==> src/rtl/if_pkg.sv <==
// Shared types and constants for the instruction-fetch prefetch unit.
// Queue entries carry the fetch PC alongside the returned instruction word.
package if_pkg;

    localparam int INSTR_W = 32;
    localparam int ADDR_W  = 32;

    localparam logic [ADDR_W-1:0] PC_STEP = 32'd4;

    typedef enum logic {
        FETCH = 1'b0,
        FLUSH = 1'b1
    } if_state_t;

    typedef struct packed {
        logic [ADDR_W-1:0]  pc;
        logic [INSTR_W-1:0] instr;
    } if_entry_t;

    function automatic logic [ADDR_W-1:0] word_align(input logic [ADDR_W-1:0] addr);
        return {addr[ADDR_W-1:2], 2'b00};
    endfunction

endpackage

==> src/rtl/if_fifo.sv <==
// In-order prefetch queue with a registered head entry.
// Push and pop may coincide at any fill level; flush empties it in one cycle.
module if_fifo
    import if_pkg::*;
#(
    parameter int DEPTH = 4,
    localparam int PTR_W = $clog2(DEPTH),
    localparam int CNT_W = PTR_W + 1
) (
    input  logic             clk,
    input  logic             rst,
    input  logic             flush,
    input  logic             push,
    input  if_entry_t        push_data,
    input  logic             pop,
    output logic             full,
    output logic             empty,
    output logic [CNT_W-1:0] count,
    output if_entry_t        head
);

    if_entry_t        mem [DEPTH];
    logic [PTR_W-1:0] wr_ptr;
    logic [PTR_W-1:0] rd_ptr;
    logic [PTR_W-1:0] rd_ptr_nxt;
    logic [CNT_W-1:0] count_nxt;
    if_entry_t        head_nxt;
    logic             do_push;
    logic             do_pop;

    assign empty   = (count == '0);
    assign full    = (count == CNT_W'(DEPTH));
    assign do_pop  = pop && !empty;
    assign do_push = push && (!full || do_pop);

    // The head register must show the entry that will sit at rd_ptr after this
    // edge; when that slot is being written right now, take it from push_data.
    always_comb begin
        rd_ptr_nxt = do_pop ? rd_ptr + 1'b1 : rd_ptr;
        count_nxt  = count + CNT_W'(do_push) - CNT_W'(do_pop);
        if (count_nxt == '0) begin
            head_nxt = '0;
        end else if (do_push && (rd_ptr_nxt == wr_ptr)) begin
            head_nxt = push_data;
        end else begin
            head_nxt = mem[rd_ptr_nxt];
        end
    end

    // NOTE: sequential state uses <= so every register updates from pre-edge values.
    always_ff @(posedge clk) begin
        if (rst || flush) begin
            wr_ptr <= '0;
            rd_ptr <= '0;
            count  <= '0;
            head   <= '0;
        end else begin
            if (do_push) begin
                wr_ptr <= wr_ptr + 1'b1;
            end
            rd_ptr <= rd_ptr_nxt;
            count  <= count_nxt;
            head   <= head_nxt;
        end
    end

    // NOTE: payload storage is not reset; pointers and count alone define validity.
    always_ff @(posedge clk) begin
        if (do_push) begin
            mem[wr_ptr] <= push_data;
        end
    end

endmodule

==> src/rtl/if_prefetch_unit.sv <==
// Instruction-fetch front end: credit-limited prefetch into an in-order queue,
// valid/ready hand-off to decode, and redirect flush with stale-response drop.
module if_prefetch_unit
    import if_pkg::*;
#(
    parameter int                DEPTH    = 4,
    parameter logic [ADDR_W-1:0] RESET_PC = 32'h0000_0000
) (
    input  logic               clk,
    input  logic               rst,
    output logic               imem_req_valid,
    input  logic               imem_req_ready,
    output logic [ADDR_W-1:0]  imem_req_addr,
    input  logic               imem_rsp_valid,
    input  logic [INSTR_W-1:0] imem_rsp_data,
    output logic               id_valid,
    input  logic               id_ready,
    output logic [ADDR_W-1:0]  id_pc,
    output logic [INSTR_W-1:0] id_instr,
    input  logic               redirect,
    input  logic [ADDR_W-1:0]  redirect_pc
);

    localparam int CNT_W = $clog2(DEPTH) + 1;
    localparam int SUM_W = CNT_W + 1;

    if_state_t         state_q;
    if_state_t         state_d;
    logic [ADDR_W-1:0] fetch_pc_q;
    logic [ADDR_W-1:0] fetch_pc_d;
    logic [ADDR_W-1:0] rsp_pc_q;
    logic [ADDR_W-1:0] rsp_pc_d;
    logic [CNT_W-1:0]  outstanding_q;
    logic [CNT_W-1:0]  outstanding_d;
    logic [CNT_W-1:0]  drop_cnt_q;
    logic [CNT_W-1:0]  drop_cnt_d;
    logic [ADDR_W-1:0] target_pc;

    logic [CNT_W-1:0]  fifo_count;
    logic              fifo_full;
    logic              fifo_empty;
    logic              fifo_push;
    logic              fifo_pop;
    if_entry_t         push_entry;
    if_entry_t         head;

    logic [SUM_W-1:0]  credits_used;
    logic              req_fire;
    logic              rsp_fire;

    // Queued entries plus in-flight fetches never exceed the queue depth, so
    // every response has a slot waiting for it.
    assign credits_used   = {1'b0, outstanding_q} + {1'b0, fifo_count};
    assign imem_req_valid = (state_q == FETCH) && (credits_used < SUM_W'(DEPTH)) && !rst;
    assign imem_req_addr  = fetch_pc_q;

    assign req_fire  = imem_req_valid && imem_req_ready;
    assign rsp_fire  = imem_rsp_valid;
    assign target_pc = word_align(redirect_pc);

    assign fifo_push  = rsp_fire && (state_q == FETCH) && !redirect;
    assign fifo_pop   = id_valid && id_ready;
    assign push_entry = '{pc: rsp_pc_q, instr: imem_rsp_data};

    assign id_valid = !fifo_empty;
    assign id_pc    = head.pc;
    assign id_instr = head.instr;

    if_fifo #(
        .DEPTH (DEPTH)
    ) u_fifo (
        .clk       (clk),
        .rst       (rst),
        .flush     (redirect),
        .push      (fifo_push),
        .push_data (push_entry),
        .pop       (fifo_pop),
        .full      (fifo_full),
        .empty     (fifo_empty),
        .count     (fifo_count),
        .head      (head)
    );

    // NOTE: every signal gets a default first so no path can infer a latch.
    always_comb begin
        state_d       = state_q;
        fetch_pc_d    = fetch_pc_q;
        rsp_pc_d      = rsp_pc_q;
        drop_cnt_d    = drop_cnt_q;
        outstanding_d = outstanding_q + CNT_W'(req_fire) - CNT_W'(rsp_fire);

        if (req_fire) begin
            fetch_pc_d = fetch_pc_q + PC_STEP;
        end

        if (redirect) begin
            // Everything still in flight after this edge belongs to the old stream.
            fetch_pc_d = target_pc;
            rsp_pc_d   = target_pc;
            drop_cnt_d = outstanding_d;
            state_d    = (outstanding_d != '0) ? FLUSH : FETCH;
        end else if (state_q == FETCH) begin
            if (rsp_fire) begin
                rsp_pc_d = rsp_pc_q + PC_STEP;
            end
        end else begin
            if (rsp_fire && (drop_cnt_q != '0)) begin
                drop_cnt_d = drop_cnt_q - 1'b1;
            end
            if (drop_cnt_d == '0) begin
                state_d = FETCH;
            end
        end
    end

    always_ff @(posedge clk) begin
        if (rst) begin
            state_q       <= FETCH;
            fetch_pc_q    <= RESET_PC;
            rsp_pc_q      <= RESET_PC;
            outstanding_q <= '0;
            drop_cnt_q    <= '0;
        end else begin
            state_q       <= state_d;
            fetch_pc_q    <= fetch_pc_d;
            rsp_pc_q      <= rsp_pc_d;
            outstanding_q <= outstanding_d;
            drop_cnt_q    <= drop_cnt_d;
        end
    end

    // A response into a full queue means the memory broke the credit contract.
    a_no_overflow: assert property (@(posedge clk)
        (!rst && imem_rsp_valid && (state_q == FETCH) && !redirect) |-> !fifo_full);

    // While flushing, every in-flight fetch is stale and still owed a response.
    a_flush_count: assert property (@(posedge clk)
        (!rst && (state_q == FLUSH)) |-> ((drop_cnt_q == outstanding_q) && (drop_cnt_q != '0)));

    a_req_stable: assert property (@(posedge clk)
        (!rst && imem_req_valid && !imem_req_ready && !redirect)
        |=> (rst || (imem_req_valid && $stable(imem_req_addr))));

    a_addr_aligned: assert property (@(posedge clk)
        imem_req_valid |-> (imem_req_addr[1:0] == 2'b00));

endmodule

==> config.mk <==
export PLATFORM = sky130hd
export DESIGN_NAME = if_prefetch_unit
export DESIGN_NICKNAME = d
export VERILOG_FILES = /design/src/rtl/if_pkg.sv /design/src/rtl/if_fifo.sv /design/src/rtl/if_prefetch_unit.sv
export SDC_FILE = /design/constraint.sdc
export NUM_CORES = 1
export LEC_CHECK = 0
export ABC_AREA = 1
export CELL_PAD_IN_SITES_DETAIL_PLACEMENT = 1
export CELL_PAD_IN_SITES_GLOBAL_PLACEMENT = 1
export CORE_ASPECT_RATIO = 1.4
export CORE_MARGIN = 2
export CORE_UTILIZATION = 44
export DETAILED_ROUTE_END_ITERATION = 8
export PLACE_DENSITY_LB_ADDON = 0.1
export SLEW_MARGIN = 20
export SYNTH_ARGS = -nofsm -noshare
export SYNTH_HDL_FRONTEND = slang
export SYNTH_SLANG_ARGS = --single-unit
==> constraint.sdc <==
create_clock -name clk -period 6.5 [get_ports clk]
set_clock_uncertainty 0.2 [all_clocks]
set_input_delay 1.3 -clock clk [delete_from_list [all_inputs] [get_ports clk]]
set_output_delay 1.3 -clock clk [all_outputs]
set_load 0.005 [all_outputs]
==> reports/metrics.yaml, run 1 <==
clocking:
  clock_latency_ns: 0.55
  cts_resized: 0
  cts_buffers: 40
  cts-htree-levels: 2
die:
  fp_util_pct: 44.7
  die_h_um: 238
  boundaryPins: 168
global_route:
  grtUsageMet2_pct: 46.8
  antenna_found_initial: 0
  grt_max_degree: 85
yosys:
  edf_count: 248
  top_cell: "nand2_1"
  ys_sh_adder_pct: 1.25
  xor_share_pct: 0.866
  netlist_instances: 1855
  ys.flops: 384
  synth_seq_share_pct: 59.1
  top_area_share_pct: 43.3
  synth.distinct_cells: 38
detailed_routing:
  drtAntennaViolNets: 0
  drt-initial-drc-count: 810
  drc: 0
critical_path:
  worstPathCellList: "clkdlybuf4s50_1 > nand2_1 > inv_1 > and3_1 > ha_1 > fa_1 > inv_1 > nand3_1 > nand2_2 > inv_2 > buf_12 > o21ai_0 > nor2_1"
  path_max_fanout: 27
  cp-end-kind: "flop"
  startpoint_type: "input pin"
  path_common_cell: "inv_1"
timing:
  tightest_slew_ns: 1.02
  holdWs_ns: 0.296
  grt_setup_unrepaired: "false"
  fin_crit_sh_pct: 74.1
power:
  internal_power_w: 0.00439
  comb_power_w: 0.00102
  top_power_group: "sequential cells"
  clkPwrFrac_pct: 36.9
placed_design:
  gp_congestion: 0.911
  place_area_um2: 19200
  place_ws_ns: 1.12
final_layout:
  nets: 2062
  diodes: 0
  nNonClkInverters: 178
status:
  status: "complete, no violations"
[run 1: placed cells by master (no fill, tap or decap), types with 41 or more instances in the layout]
master / Yosys / layout
o21ai_1: 62 / 62
nand3_1: 155 / 155
edfxtp_1: 248 / 248
clkbuf_16: 0 / 41
nand3b_1: 85 / 85
dfxtp_1: 136 / 136
o21ai_0: 125 / 125
a21oi_1: 127 / 127
nor2_1: 185 / 181
nand2_1: 324 / 323
clkdlybuf4s50_1: 0 / 160
inv_1: 174 / 173
[run 1: worst paths after layout]
check	startpoint	endpoint	slack (ns)	depth (start not counted)
worst max-delay path	imem_rsp_valid	u_fifo.head[63]	1.68	13
worst min-delay path	drop_cnt_q[0]	drop_cnt_q[0]	0.30	2
worst max register to register	state_q	u_fifo.head[63]	2.46	13
worst min register to register	drop_cnt_q[0]	drop_cnt_q[0]	0.30	2
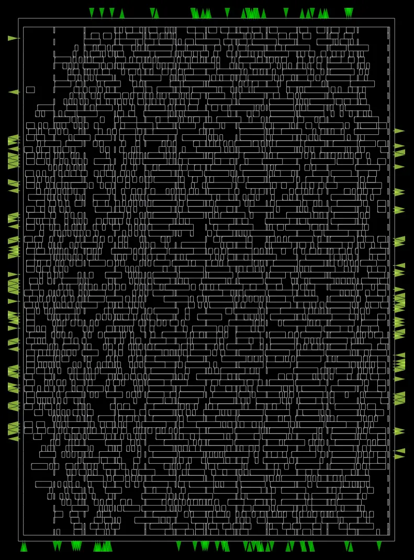
run_1/final_placement.png
Tapcells: 522
post-route insts no fill: 2530
row count: 85
Seq area share: 49.7%
Core ar.: 38500 um^2

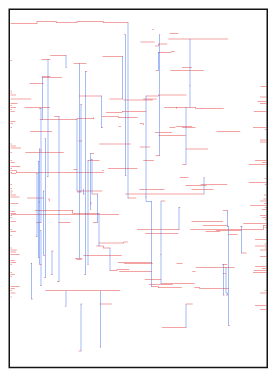
run_1/metal_stack.png
(1.5 px per um) Two of the layers only.
color	layer	wire length
blue	met4	2130 um
red	met3	1900 um
routed vias: 13.9k
Total GRT Usage: 25.5%
WL per Instance: 20.3 um
total wire length: 51400 um

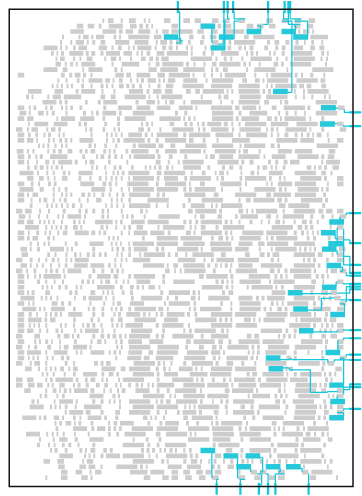
run_1/port_nets.png
(2 px per um)
color	port	bits	direction	end cells	buffers	wire
cyan	id_instr	32	output	32	32	586 um

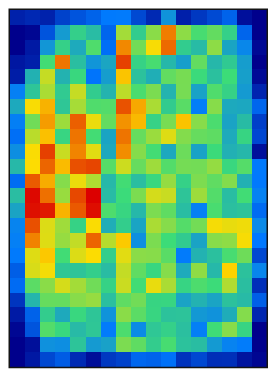
run_1/wire_density.png
(1.5 px per um) 17 x 24 tiles, from dark blue (low) to red (high), scaled to the fullest tile. Values are wire area over tile area, all layers added.
mean over tiles	0.20
densest ninth of the die	middle left
nearly empty tiles	3.2%
tiles over half the peak	45%
fullest tile	0.43

run_1/registers.png
(2 px per um) Other sequential cells in the stronger gray, the rest of the logic in the fainter gray.
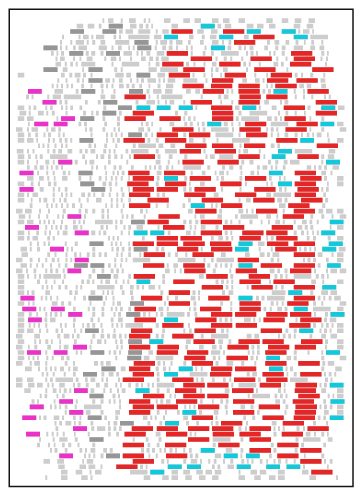

==> run 2: changes to the inputs <==
- clock period: 6.5 -> 4.5 ns (I/O delays scaled with it)
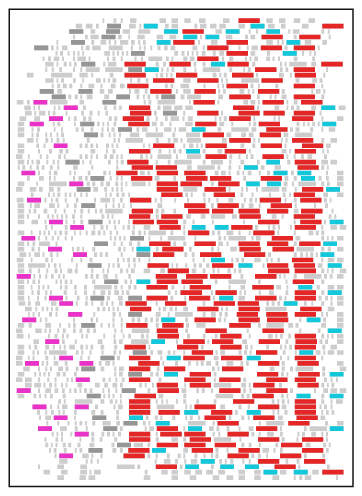
run_2/registers.png
(2 px per um) Other sequential cells in the stronger gray, the rest of the logic in the fainter gray.
color	name in the netlist	flops
magenta	imem_req_addr	30
cyan	u_fifo.head	62
red	u_fifo.mem	248

==> run 2 against run 1 <==
Cell area up 0.26%. Via count about the same. Setup slack got worse by 0.60 ns. Largest cell class unchanged. Highest routed layer unchanged. Non-clock buffer count up 5.
==> reports/metrics.yaml, run 2 <==
status:
  status: "complete, no violations"  # unchanged
die:
  fp_util_pct: 44.7  # unchanged
  core_area_um2: 38500  # unchanged
  rows: 85  # unchanged
timing:
  grt_setup_unrepaired: "false"  # unchanged
  holdWs_ns: 0.302  # was 0.296 ns
  finalMaxSlewViolations: 0  # unchanged
  tightest_slew_ns: 0.998  # was 1.02 ns
  fmax_ghz: 0.292
  fin_crit_sh_pct: 76.0
final_layout:
  diodes: 0  # unchanged
  layout_top_cell: "nand2_1"  # unchanged
  instances_no_fill: 2531  # was 2530
  seq_share_pct: 49.5  # was 49.7%
  fillers: 4382  # was 4404
  nets: 2066  # was 2062
  mostFrequentLayoutCells: "nand2_1, edfxtp_1, nor2_1, inv_1, clkdlybuf4s50_1"  # unchanged
critical_path:
  cp-endpoint: "rsp_pc_q[26]"  # was u_fifo.head[63]
  rr_startpoint: "u_fifo.count[2]"  # was state_q
  cp_num_cells: 9  # was 13
  worstPathCellList: "clkdlybuf4s50_1 > nand2_1 > inv_1 > buf_4 > nor2_1 > inv_1 > buf_4 > o21ai_0 > a21oi_1"  # was clkdlybuf4s50_1 > nand2_1 > inv_1 > and3_1 > ha_1 > fa_1 > inv_1 > nand3_1 > nand2_2 > inv_2 > buf_12 > o21ai_0 > nor2_1
  cp-end-kind: "flop"  # unchanged
  r2r_cells: 14  # was 13
  startpoint_type: "input pin"  # unchanged
  reg2reg_slack_ns: 1.40  # was 2.46 ns
  startpoint: "imem_rsp_valid"  # unchanged
clocking:
  clock_latency_ns: 0.55  # about the same
  cts_buffers: 39  # was 40
  cts-htree-levels: 2  # unchanged
  cts_resized: 0  # unchanged
yosys:
  synth.distinct_cells: 38  # unchanged
  netlist_instances: 1855  # unchanged
  top_area_share_pct: 43.3  # unchanged
  top_cell: "nand2_1"  # unchanged
  synth_seq_share_pct: 59.1  # unchanged
  ys.flops: 384  # unchanged
  edf_count: 248  # unchanged
detailed_routing:
  drt-initial-drc-count: 829  # was 810
  drtAntennaViolNets: 0  # unchanged
  wire_per_inst_um: 20.4  # was 20.3 um
  drc: 0  # unchanged
  num_vias: 13900  # about the same
  finalWirelength_um: 51600  # was 51400 um
global_route:
  antenna_found_initial: 0  # unchanged
  grt_max_degree: 126  # was 85
  track_usage_pct: 25.5  # about the same
placed_design:
  gp_congestion: 0.921  # was 0.911
  place_area_um2: 19300  # was 19200 um^2
hold_path:
  hold_end: "drop_cnt_q[0]"  # unchanged
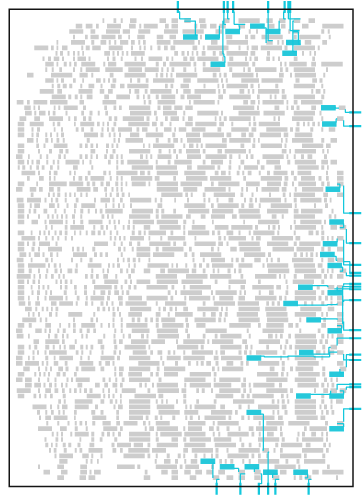
run_2/port_nets.png
(2 px per um)
color	port	bits	direction	end cells	buffers	wire
cyan	id_instr	32	output	32	32	571 um

run 2: where the power goes:
| part | switching (W) | internal [W] |
|---|---|---|
| combinational | 0.000928 | 0.000560 |
| sequential | 0.000153 | 0.00395 |
| clock | 0.00138 | 0.00179 |
| total | 0.00246 | 0.00630 |
run 2: per-layer routing:
layer | up-vias | wire length (um) | track usage [%]
li1 | 6536 | - | -
met1 | 6970 | 20500 | 29.2
met2 | 283 | 27400 | 47.1
met3 | 107 | 1650 | 3.13
met4 | 0 | 2060 | 11.0
met5 | - | 0 | 0
run 2: cells by family (layout without fill, tap and decap cells):
family                     Yosys count  after routing
adders and majority gates           16             16
DFF                                384            384
and+or+nand+nor                    819            819
buffers and inverters              283            434
xor gates and xnor gates            17             17
AOI/OAI and AO/OA                  335            335
other                                1              4
run_2/final_placement.png
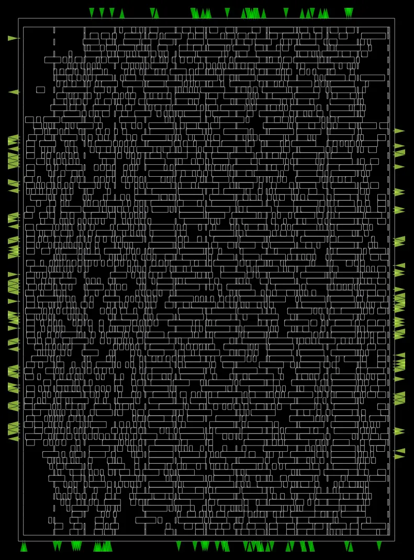

==> run 3: changes to the inputs <==
- CORE_UTILIZATION: 44 -> 40
- clock period: 4.5 -> 2.82 ns (I/O delays scaled with it)
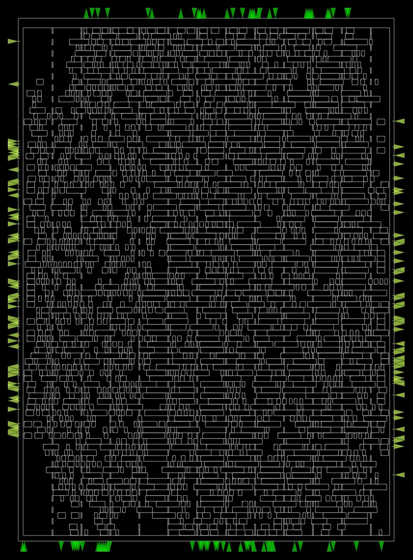
run_3/final_placement.png
Tapcells: 546
fillcell total: 4821

==> run 3 against run 2 <==
The flow now finishes with violations (setup timing). Die area rose by 9.8%. Synthesized area did not move. Sequential power rose by about 60%. Via count rose by 1.5%. First-iteration DRC count fell by 13%. Cell count rose by 4.3%. Power rose by 66%. Sequential share of layout area fell by 2.6 points. Flip-flop count did not move. Synthesized cell count did not move. Count of clock-buffer cells in the layout rose by 4. Clock power rose by 64%. Critical path type is now flop to output pin. Largest power group unchanged. Highest routed layer unchanged.
==> reports/metrics.yaml, run 3 <==
yosys:
  edf_count: 248  # unchanged
  top_area_share_pct: 43.3  # unchanged
  synth_seq_share_pct: 59.1  # unchanged
  synth.distinct_cells: 38  # unchanged
  ys.flops: 384  # unchanged
timing:
  finalMaxSlewViolations: 0  # unchanged
  holdWs_ns: 0.301  # was 0.302 ns
  fmax_ghz: 0.351
  tightest_slew_ns: 0.670  # was 0.998 ns
  finalSetupViolations: 3  # was 0
  setup_ws_ns: -0.0269  # was 1.08 ns
  fin_crit_sh_pct: 101
status:
  status: "finished, violations left"  # was complete, no violations
  violations: "setup timing"
clocking:
  cts_buffers: 41  # was 39
  cts_resized: 1  # was 0
detailed_routing:
  drt-initial-drc-count: 719  # was 829
  drc: 0  # unchanged
  met2_length_um: 28500  # was 27400 um
  num_vias: 14100  # was 13.9k
  finalWirelength_um: 53500  # was 51600 um
  wl_met1_um: 21400  # was 20500 um
  top_layer: "met4"  # unchanged
  wl_met3_um: 1680  # was 1650 um
  wire_per_inst_um: 20.3  # was 20.4 um
final_layout:
  layout_top_cell: "nand2_1"  # unchanged
  instances_no_fill: 2641  # was 2531
  seq_share_pct: 47.0  # was 49.5%
die:
  boundaryPins: 168  # unchanged
  core_area_um2: 42300  # was 38500 um^2
  die_h_um: 249  # was 238 um
  rows: 89  # was 85
placed_design:
  place_area_um2: 20300  # was 19300 um^2
  place_ws_ns: -0.459  # was 0.565 ns
global_route:
  grtUsageMet1_pct: 27.7  # was 29.2%
  met3_usage_pct: 2.87  # was 3.13%
  track_usage_pct: 24.3  # was 25.5%
  grtUsageMet2_pct: 45.4  # was 47.1%
  busiest_layer: "met2"  # unchanged
critical_path:
  worstPathCellList: "ha_4 > nor3_2 > and3_4 > buf_4 > buf_4 > buf_4 > dlygate4sd2_1"  # was clkdlybuf4s50_1 > nand2_1 > inv_1 > buf_4 > nor2_1 > inv_1 > buf_4 > o21ai_0 > a21oi_1
  startpoint_type: "flop"  # was input pin
  path_common_cell: "buf_4"
  rr_endpoint: "drop_cnt_q[2]"  # unchanged
hold_path:
  holdPathStages: 2  # unchanged
  hold_start: "drop_cnt_q[0]"  # unchanged
power:
  clock_net_power_w: 0.00519  # was 0.00316 W
  seq_power_w: 0.00654  # was 0.00410 W
  p_comb_share_pct: 19.2  # was 17.0%
  seqPwrFrac_pct: 45.0  # was 46.9%
  comb_power_w: 0.00280  # was 0.00149 W
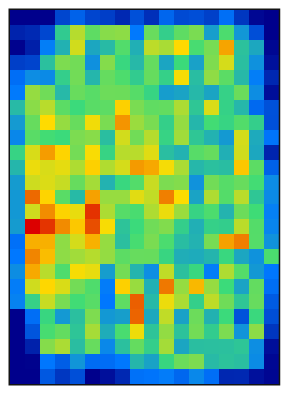
run_3/wire_density.png
(1.5 px per um) 18 x 25 tiles, from dark blue (low) to red (high), scaled to the fullest tile. Values are wire area over tile area, all layers added.
mean over tiles	0.19
tiles over half the peak	48%
fullest tile	0.40
densest ninth of the die	middle left
nearly empty tiles	4.0%

-- run 3: kinds of logic after synthesis --
kind of cell               synth area share, %
and+or+nand+nor                           22.0
DFF                                       59.1
AOI/OAI and AO/OA                         9.99
buffers and inverters                     6.76
xor gates and xnor gates                 0.866
adders and majority gates                 1.25
other                                   0.0218
-- run 3: worst max-delay path by stage --
stage                      from          endpoint  slack [ns]  cells after the start
2_1_floorplan          redirect  u_fifo.mem[0][0]       -0.60                      6
3_3_place_gp                rst     drop_cnt_q[2]       -0.41                     14
3_5_place_dp                rst     drop_cnt_q[2]       -0.46                     14
4_1_cts         u_fifo.count[1]     drop_cnt_q[2]       0.008                     14
5_1_grt        outstanding_q[2]     drop_cnt_q[2]       -0.14                     14
6_report        u_fifo.count[2]    imem_req_valid       -0.03                      7
Power is estimated from default activity; no workload was simulated.
